## src/rtl/ppu_sprite_color_loader.sv

```systemverilog
// PPU front-end loader: copies the 32-byte palette out of VRAM and scans sprite RAM
// for up to two sprites on the latched scanline, with live per-column hit flags.
module ppu_sprite_color_loader #(
  parameter logic [15:0] PALETTE_BASE  = 16'h3F00,
  parameter int          SPRITE_HEIGHT = 8
) (
  input  logic         clk,
  input  logic         rst,
  output logic [15:0]  vram_read_addr,
  input  logic [7:0]   vram_read_data,
  input  logic         color_start,
  output logic         color_busy,
  output logic [127:0] background_colors,
  output logic [127:0] sprite_colors,
  output logic [7:0]   spram_addr,
  input  logic [7:0]   spram_data_in,
  input  logic [8:0]   curr_row,
  input  logic [8:0]   curr_col,
  output logic         sprite_0_on_tile,
  output logic         sprite_1_on_tile,
  output logic [7:0]   sprite_0_row,
  output logic [7:0]   sprite_0_tile_num,
  output logic [7:0]   sprite_0_attr,
  output logic [7:0]   sprite_0_col,
  output logic [7:0]   sprite_1_row,
  output logic [7:0]   sprite_1_tile_num,
  output logic [7:0]   sprite_1_attr,
  output logic [7:0]   sprite_1_col,
  output logic         sprite_overflow,
  input  logic         sprite_start,
  output logic         sprite_busy,
  input  logic [7:0]   cpu_sprite_addr
);

  localparam logic [9:0] HEIGHT = 10'(SPRITE_HEIGHT);

  typedef enum logic [1:0] {C_IDLE, C_ADDR, C_DATA} color_state_t;
  typedef enum logic [3:0] {
    S_IDLE, S_Y_ADDR, S_Y_DATA, S_T_ADDR, S_T_DATA,
    S_A_ADDR, S_A_DATA, S_X_ADDR, S_X_DATA
  } sprite_state_t;

  color_state_t  c_state, c_next;
  sprite_state_t s_state, s_next;

  logic [4:0] c_idx;
  logic [7:0] palette [32];

  logic [5:0] n;
  logic [8:0] row_lat;
  logic [7:0] base_lat;
  logic       sel;
  logic [1:0] slot_valid;
  logic [7:0] slot_row  [2];
  logic [7:0] slot_tile [2];
  logic [7:0] slot_attr [2];
  logic [7:0] slot_col  [2];
  logic       overflow;
  logic       in_range;
  logic       last_entry;
  logic [1:0] byte_sel;
  logic [1:0] on_tile;

  // Palette loader
  always_comb begin
    c_next = c_state;
    case (c_state)
      C_IDLE:  if (color_start) c_next = C_ADDR;
      C_ADDR:  c_next = C_DATA;
      C_DATA:  c_next = (c_idx == 5'd31) ? C_IDLE : C_ADDR;
      default: c_next = C_IDLE;
    endcase
  end

  always_ff @(posedge clk) begin
    if (rst) begin
      c_state <= C_IDLE;
      c_idx   <= '0;
      for (int i = 0; i < 32; i++) palette[i] <= '0;
    end else begin
      c_state <= c_next;
      if (c_state == C_IDLE && color_start) c_idx <= '0;
      if (c_state == C_DATA) begin
        palette[c_idx] <= vram_read_data;
        c_idx          <= c_idx + 5'd1;
      end
    end
  end

  assign color_busy     = (c_state != C_IDLE);
  assign vram_read_addr = (c_state == C_IDLE) ? 16'h0000 : PALETTE_BASE + {11'b0, c_idx};

  always_comb begin
    background_colors = '0;
    sprite_colors     = '0;
    for (int k = 0; k < 16; k++) begin
      background_colors[8*k +: 8] = palette[k];
      sprite_colors[8*k +: 8]     = palette[16+k];
    end
  end

  // Sprite scanner: 10-bit compares so Y+height never wraps past 255
  assign in_range   = ({2'b00, spram_data_in} <= {1'b0, row_lat}) &&
                      ({1'b0, row_lat} < {2'b00, spram_data_in} + HEIGHT);
  assign last_entry = (n == 6'd63);

  always_comb begin
    byte_sel = 2'd0;
    case (s_state)
      S_T_ADDR, S_T_DATA: byte_sel = 2'd1;
      S_A_ADDR, S_A_DATA: byte_sel = 2'd2;
      S_X_ADDR, S_X_DATA: byte_sel = 2'd3;
      default:            byte_sel = 2'd0;
    endcase
  end

  assign spram_addr = (s_state == S_IDLE) ? 8'h00 : base_lat + {n, 2'b00} + {6'b0, byte_sel};

  always_comb begin
    s_next = s_state;
    case (s_state)
      S_IDLE:   if (sprite_start) s_next = S_Y_ADDR;
      S_Y_ADDR: s_next = S_Y_DATA;
      S_Y_DATA: begin
        if (!in_range)        s_next = last_entry ? S_IDLE : S_Y_ADDR;
        else if (&slot_valid) s_next = S_IDLE;
        else                  s_next = S_T_ADDR;
      end
      S_T_ADDR: s_next = S_T_DATA;
      S_T_DATA: s_next = S_A_ADDR;
      S_A_ADDR: s_next = S_A_DATA;
      S_A_DATA: s_next = S_X_ADDR;
      S_X_ADDR: s_next = S_X_DATA;
      S_X_DATA: s_next = last_entry ? S_IDLE : S_Y_ADDR;
      default:  s_next = S_IDLE;
    endcase
  end

  always_ff @(posedge clk) begin
    if (rst) begin
      s_state    <= S_IDLE;
      n          <= '0;
      row_lat    <= '0;
      base_lat   <= '0;
      sel        <= 1'b0;
      slot_valid <= '0;
      overflow   <= 1'b0;
      for (int i = 0; i < 2; i++) begin
        slot_row[i]  <= 8'hFF;
        slot_tile[i] <= 8'hFF;
        slot_attr[i] <= 8'hFF;
        slot_col[i]  <= 8'hFF;
      end
    end else begin
      s_state <= s_next;
      case (s_state)
        S_IDLE: if (sprite_start) begin
          row_lat    <= curr_row;
          base_lat   <= cpu_sprite_addr;
          n          <= '0;
          slot_valid <= '0;
          overflow   <= 1'b0;
          for (int i = 0; i < 2; i++) begin
            slot_row[i]  <= 8'hFF;
            slot_tile[i] <= 8'hFF;
            slot_attr[i] <= 8'hFF;
            slot_col[i]  <= 8'hFF;
          end
        end
        S_Y_DATA: begin
          if (!in_range) n <= n + 6'd1;
          else if (&slot_valid) overflow <= 1'b1;
          else begin
            sel                    <= slot_valid[0];
            slot_row[slot_valid[0]] <= spram_data_in;
          end
        end
        S_T_DATA: slot_tile[sel] <= spram_data_in;
        S_A_DATA: slot_attr[sel] <= spram_data_in;
        S_X_DATA: begin
          slot_col[sel]   <= spram_data_in;
          slot_valid[sel] <= 1'b1;
          n               <= n + 6'd1;
        end
        default: ;
      endcase
    end
  end

  always_comb begin
    for (int i = 0; i < 2; i++)
      on_tile[i] = slot_valid[i] &&
                   ({2'b00, slot_col[i]} <= {1'b0, curr_col}) &&
                   ({1'b0, curr_col} < {2'b00, slot_col[i]} + HEIGHT);
  end

  assign sprite_busy       = (s_state != S_IDLE);
  assign sprite_overflow   = overflow;
  assign sprite_0_on_tile  = on_tile[0];
  assign sprite_1_on_tile  = on_tile[1];
  assign sprite_0_row      = slot_row[0];
  assign sprite_0_tile_num = slot_tile[0];
  assign sprite_0_attr     = slot_attr[0];
  assign sprite_0_col      = slot_col[0];
  assign sprite_1_row      = slot_row[1];
  assign sprite_1_tile_num = slot_tile[1];
  assign sprite_1_attr     = slot_attr[1];
  assign sprite_1_col      = slot_col[1];

endmodule

```

## config.mk

```make
export PLATFORM = sky130hd
export DESIGN_NAME = ppu_sprite_color_loader
export DESIGN_NICKNAME = d
export VERILOG_FILES = /design/src/rtl/ppu_sprite_color_loader.sv
export SDC_FILE = /design/constraint.sdc
export NUM_CORES = 1
export LEC_CHECK = 0
export ABC_CLOCK_PERIOD_IN_PS = 7790
export CORE_UTILIZATION = 50
export CTS_BUF_LIST = sky130_fd_sc_hd__clkbuf_2
export CTS_CLUSTER_DIAMETER = 60
export CTS_CLUSTER_SIZE = 16
export DETAILED_ROUTE_END_ITERATION = 10
export GPL_TIMING_DRIVEN = 0
export PLACE_DENSITY = 0.79
export SLEW_MARGIN = 15
export SYNTH_ARGS = -nofsm -noshare
export SYNTH_HDL_FRONTEND = slang
export SYNTH_SLANG_ARGS = --single-unit
```

## constraint.sdc

```tcl
create_clock -name clk -period 7.79 [get_ports clk]
set_input_delay 0.779 -clock clk [delete_from_list [all_inputs] [get_ports clk]]
set_output_delay 0.779 -clock clk [all_outputs]
set_load 0.005 [all_outputs]
```

Fig. 1: run 1, gate families picked out
Scale: 1.5 px per um.
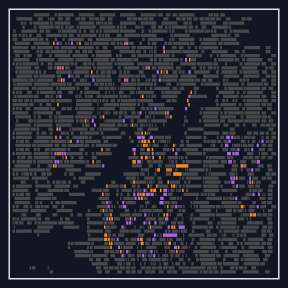
family	color	cells
nor cells	orange	103
aoi and oai cells	purple	104

Fig. 2: run 1, PDN straps and rails
Scale: 2 px per um. Pins as bars on the die edge.
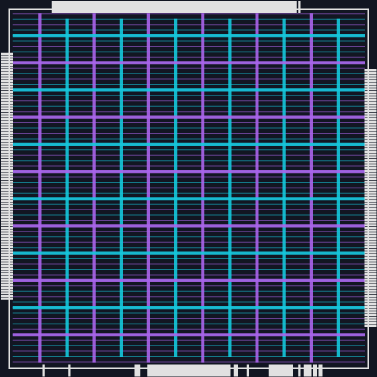
net	color
VSS	purple
VDD	cyan
met1 rails	65
rows	64
met4 straps	12

==> results.py, run 1 <==
# Flow results
metrics = {
    "floorplanning": {
        "fp-utilization": 0.509,
        "coreArea_um2": 30700,
        "rows": 64,
        "tapCellCount": 396,
    },
    "routing": {
        "avgRoutedWirePerCell_um": 21.3,
        "antenna_left": 0,
        "drtIter0Drc": 712,
        "vias_per_cell": 5.31,
    },
    "clocking": {
        "root_buffer": "clkbuf_2",
        "clkTransAtPathRegs_ns": 0.29,
    },
    "setup_path": {
        "critPathRequiredTime_ns": 7.01,
        "r2r_slack_ns": 4.29,
        "critPathArrivalTime_ns": 4.40,
    },
    "min_path": {
        "hp-class": "in2reg",
        "hp-start": "curr_row[6]",
    },
    "layout": {
        "stdcell_count": 2049,
        "logic_gate_count": 747,
        "sh_seq_area": 0.510,
        "layout_top_cell": "clkdlybuf4s50_1",
    },
    "final_timing": {
        "layout_setup_ws_ns": 2.61,
        "fin_skew_ns": 0.0833,
        "tns_ns": 0,
    },
    "grt": {
        "gr-usage-met3": 0.0761,
        "grtUsageMet1": 0.329,
        "grt_overflow": 0,
    },
    "placed_design": {
        "dpl_cell_area_um2": 20000,
        "place.gp.congestion": 0.921,
        "dp.cells": 1995,
    },
    "logic_synthesis": {
        "syn_area_um2": 15600,
        "topCellsByArea": "edfxtp_1, and2_1, ha_1",
        "synthArstFlopShare": 0,
        "synthAdderAreaFrac": 0.0550,
        "aoi_share": 0.0483,
    },
    "power_and_ir_drop": {
        "ir_drop_v": 0.000145,
        "p_int_w": 0.00254,
    },
    "job": {
        "tool_warnings": 41,
    },
    "outcome": {
        "status": "finished clean",
    },
}
Fig. 3: run 1, clock network drawn from the DEF
Scale: 1.5 px per um.
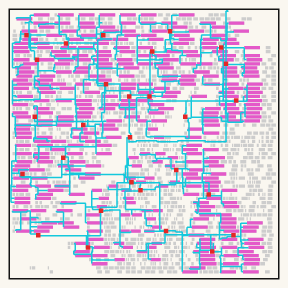
[clock-net drivers] red | count: 28
[clock wires] cyan | length: 3,820 um
[flip-flops] magenta | count: 358
flops lie	widely spread
routed clock nets	29

Fig. 4: run 1, clock nets
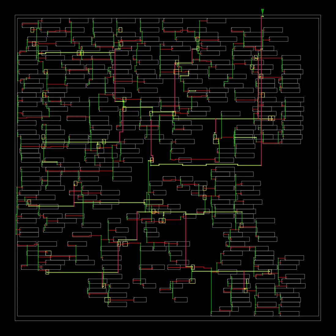

==> run 2: changes to the inputs <==
--- a/config.mk
+++ b/config.mk
@@ -5,7 +5,7 @@
 export SDC_FILE = /design/constraint.sdc
 export NUM_CORES = 1
 export LEC_CHECK = 0
-export ABC_CLOCK_PERIOD_IN_PS = 7790
+export ABC_CLOCK_PERIOD_IN_PS = 5100
 export CORE_UTILIZATION = 50
 export CTS_BUF_LIST = sky130_fd_sc_hd__clkbuf_2
 export CTS_CLUSTER_DIAMETER = 60
==> constraint.sdc (replaced) <==
create_clock -name clk -period 5.1 [get_ports clk]
set_input_delay 0.51 -clock clk [delete_from_list [all_inputs] [get_ports clk]]
set_output_delay 0.51 -clock clk [all_outputs]
set_load 0.005 [all_outputs]
Fig. 5: run 2, clock nets
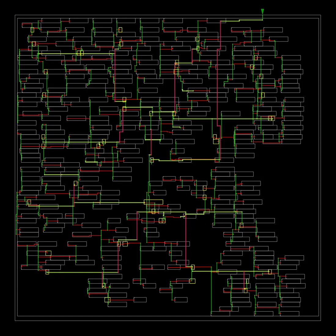
clk_skew: 0.0701 ns
flop count: 358

==> run 2 against run 1 <==
  * Wire length increased by 0.55%
  * Setup slack worse by 2.3 ns
  * Largest power group unchanged
  * Power rose by 53%
  * Critical endpoint unchanged
  * Flip-flop count stayed put
  * Global-route usage barely moved
  * Synthesized area unchanged
  * Register-to-register slack worse by 2.7 ns
  * Via count is 0.29% higher
  * Highest routed layer unchanged
==> results.py, run 2 <==
# Flow results
metrics = {
    "job": {
        "maxCapViolations": 0,
        "tool_warnings": 41,
    },
    "final_timing": {
        "worst_slew_pin_slew_ns": 1.21,
        "finalHoldViolations": 0,
        "setup_violations": 0,
        "timing.fmax_ghz": 0.209,
        "tns_ns": 0,
        "layout_setup_ws_ns": 0.317,
        "rsz0062_at_grt": "no",
    },
    "grt": {
        "grtUsageMet1": 0.329,
        "grt_overflow": 0,
        "gr-usage-met3": 0.0761,
        "busiest_layer": "met2",
    },
    "setup_path": {
        "r2r_slack_ns": 1.59,
        "critPathArrivalTime_ns": 4.27,
        "worstReg2RegStart": "row_lat[6]",
        "cp_slowest_cell": "clkdlybuf4s50_1",
        "worstSetupEndpointType": "primary output",
        "path_buffers": 2,
        "critPathRequiredTime_ns": 4.59,
    },
    "floorplanning": {
        "fp-utilization": 0.509,
        "coreArea_um2": 30700,
        "tapCellCount": 396,
        "die_y_um": 179,
        "dieWidth_um": 179,
        "rows": 64,
    },
    "power_and_ir_drop": {
        "comb_cell_power_w": 0.000645,
        "ir_drop_v": 0.000221,
        "sequentialPower_w": 0.00335,
        "switching_share": 0.251,
        "p_total_w": 0.00517,
        "powerDensity_nw_per_um2": 254,
        "p_int_w": 0.00388,
        "power_leader": "sequential cells",
        "p_comb_frac": 0.125,
    },
    "logic_synthesis": {
        "aoi_share": 0.0483,
        "yosysTopAreaCell": "edfxtp_1",
        "synth.distinct_cells": 52,
        "ys_cells": 1206,
        "yosysSeqAreaShare": 0.664,
        "simple_gate_share": 0.190,
        "synthAdderAreaFrac": 0.0550,
        "synth.top_cell.area_share": 0.616,
        "top_logic_kind": "simple AND/OR/NAND/NOR gates",
        "topCellsByArea": "edfxtp_1, and2_1, ha_1",
        "syn_area_um2": 15600,
        "synthArstFlopShare": 0,
    },
    "layout": {
        "layout_top_cell": "clkdlybuf4s50_1",
        "largest_reg_flops": 256,
        "stdcell_count": 2053,
        "logic_gate_count": 747,
        "finish.utilization": 0.664,
        "comb_share": 0.237,
        "largest_class": "sequential cells",
        "syn2layout_area_growth_pct": 30.4,
        "regMostFlops": "palette",
        "sh_seq_area": 0.509,
        "final_area_um2": 20400,
        "layout-drive-gt1-share": 0.0569,
        "area_share_nonclk_buffers": 0.208,
        "ff_latch_area_um2": 10400,
    },
    "routing": {
        "antenna_left": 0,
        "dr.pass1.iters": 7,
        "vias_per_cell": 5.31,
        "drc_errors": 0,
        "drtIter0Drc": 710,
        "wl_met1_um": 16900,
        "avgRoutedWirePerCell_um": 21.4,
    },
    "clocking": {
        "root_buffer": "clkbuf_2",
        "htreeDepth": 1,
        "cts_resized": 0,
        "clkTransAtPathRegs_ns": 0.29,
    },
    "placed_design": {
        "place.gp.congestion": 0.921,
        "dpl_cell_area_um2": 20000,
        "dp.cells": 1995,
    },
    "min_path": {
        "hp-start": "curr_row[6]",
        "hp-class": "in2reg",
    },
    "outcome": {
        "status": "finished clean",
    },
}
Fig. 6: run 2, clock network drawn from the DEF
Scale: 1.5 px per um.
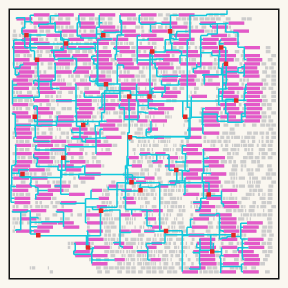

==> run 3: changes to the inputs <==
--- a/config.mk
+++ b/config.mk
@@ -13,6 +13,7 @@
 export DETAILED_ROUTE_END_ITERATION = 10
 export GPL_TIMING_DRIVEN = 0
 export PLACE_DENSITY = 0.79
+export SETUP_SLACK_MARGIN = 0.4
 export SLEW_MARGIN = 15
 export SYNTH_ARGS = -nofsm -noshare
 export SYNTH_HDL_FRONTEND = slang
Fig. 7: run 3, clock network drawn from the DEF
Scale: 1.5 px per um.
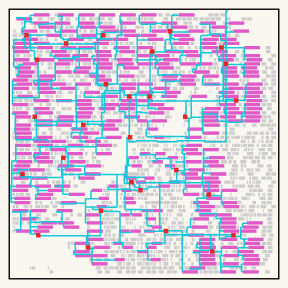
P_clk: 0.00118 W
clock share of power: 0.228
Late-Pin Clk Latency: 0.96 ns
clk_skew: 0.0791 ns

==> run 3 against run 2 <==
  * Core utilization up 0.16 points
  * Register-to-register slack better by 0.02 ns
  * Count of clock-buffer cells in the layout unchanged
  * Setup slack better by 0.30 ns
  * Sequential power about the same
  * Power about the same
  * Clock power about the same
  * Via count up 0.22%
  * Synthesized area unchanged
  * Hold slack worse by 0.011 ns
  * Critical path type unchanged
  * Largest cell class unchanged
==> results.py, run 3 <==
# Flow results
metrics = {
    "logic_synthesis": {
        "syn_area_um2": 15600,
        "simple_gate_share": 0.190,
        "topCellsByArea": "edfxtp_1, and2_1, ha_1",
        "synthArstFlopShare": 0,
        "aoi_share": 0.0483,
        "top_logic_kind": "simple AND/OR/NAND/NOR gates",
        "yosysSeqAreaShare": 0.664,
        "ys_cells": 1206,
        "synthTopCellsByCount": "edfxtp_1, and2_1, nor2_1",
        "yosysTopAreaCell": "edfxtp_1",
    },
    "layout": {
        "sh_seq_area": 0.508,
        "largest_reg_flops": 256,
        "regMostFlops": "palette",
        "logic_gate_count": 747,
        "layout-drive-gt1-share": 0.0641,
        "finish.utilization": 0.666,
        "syn2layout_area_growth_pct": 30.8,
        "ff_latch_area_um2": 10400,
        "area_share_nonclk_buffers": 0.208,
        "largest_class": "sequential cells",
        "layout_top_cell": "clkdlybuf4s50_1",
        "nClkBuffers": 40,
        "ff_count": 358,
        "final_area_um2": 20400,
        "comb_share": 0.238,
    },
    "grt": {
        "grt_overflow": 0,
        "busiest_layer": "met2",
        "gr-usage-met3": 0.0761,
        "grtUsageMet1": 0.330,
    },
    "power_and_ir_drop": {
        "ir_drop_v": 0.000222,
        "comb_cell_power_w": 0.000650,
        "sequentialPower_w": 0.00335,
        "switching_share": 0.251,
        "p_int_w": 0.00388,
        "p_comb_frac": 0.126,
        "powerDensity_nw_per_um2": 254,
        "power_leader": "sequential cells",
        "p_total_w": 0.00517,
    },
    "placed_design": {
        "dpl_cell_area_um2": 20000,
        "place.gp.congestion": 0.921,
        "dp.cells": 1995,
    },
    "routing": {
        "vias": 10927,
        "wl_met3_um": 4040,
        "antenna_left": 0,
        "drc_errors": 0,
        "drtIter0Drc": 718,
        "dr.pass1.iters": 5,
        "wl_met1_um": 16900,
        "vias_per_cell": 5.32,
        "wirelength_um": 43900,
        "avgRoutedWirePerCell_um": 21.4,
    },
    "setup_path": {
        "worstReg2RegStart": "row_lat[6]",
        "r2r_slack_ns": 1.61,
        "worstSetupEndpointType": "primary output",
        "cp_slowest_cell": "clkdlybuf4s50_1",
        "critPathArrivalTime_ns": 3.97,
        "critPathRequiredTime_ns": 4.59,
        "path_buffers": 2,
    },
    "min_path": {
        "hp-start": "curr_row[6]",
        "hp-class": "in2reg",
    },
    "floorplanning": {
        "die_y_um": 179,
        "rows": 64,
        "dieWidth_um": 179,
        "coreArea_um2": 30700,
        "tapCellCount": 396,
        "fp-utilization": 0.509,
    },
    "clocking": {
        "htreeDepth": 1,
        "root_buffer": "clkbuf_2",
        "clkTransAtPathRegs_ns": 0.28,
    },
    "final_timing": {
        "tns_ns": 0,
        "setup_violations": 0,
        "worst_slew_pin_slew_ns": 1.22,
        "timing.fmax_ghz": 0.223,
        "rsz0062_at_grt": "no",
        "layout_setup_ws_ns": 0.622,
        "finalHoldViolations": 0,
    },
    "job": {
        "tool_warnings": 41,
        "maxCapViolations": 0,
    },
    "outcome": {
        "status": "finished clean",
    },
}
Power is estimated from default activity; no workload was simulated.
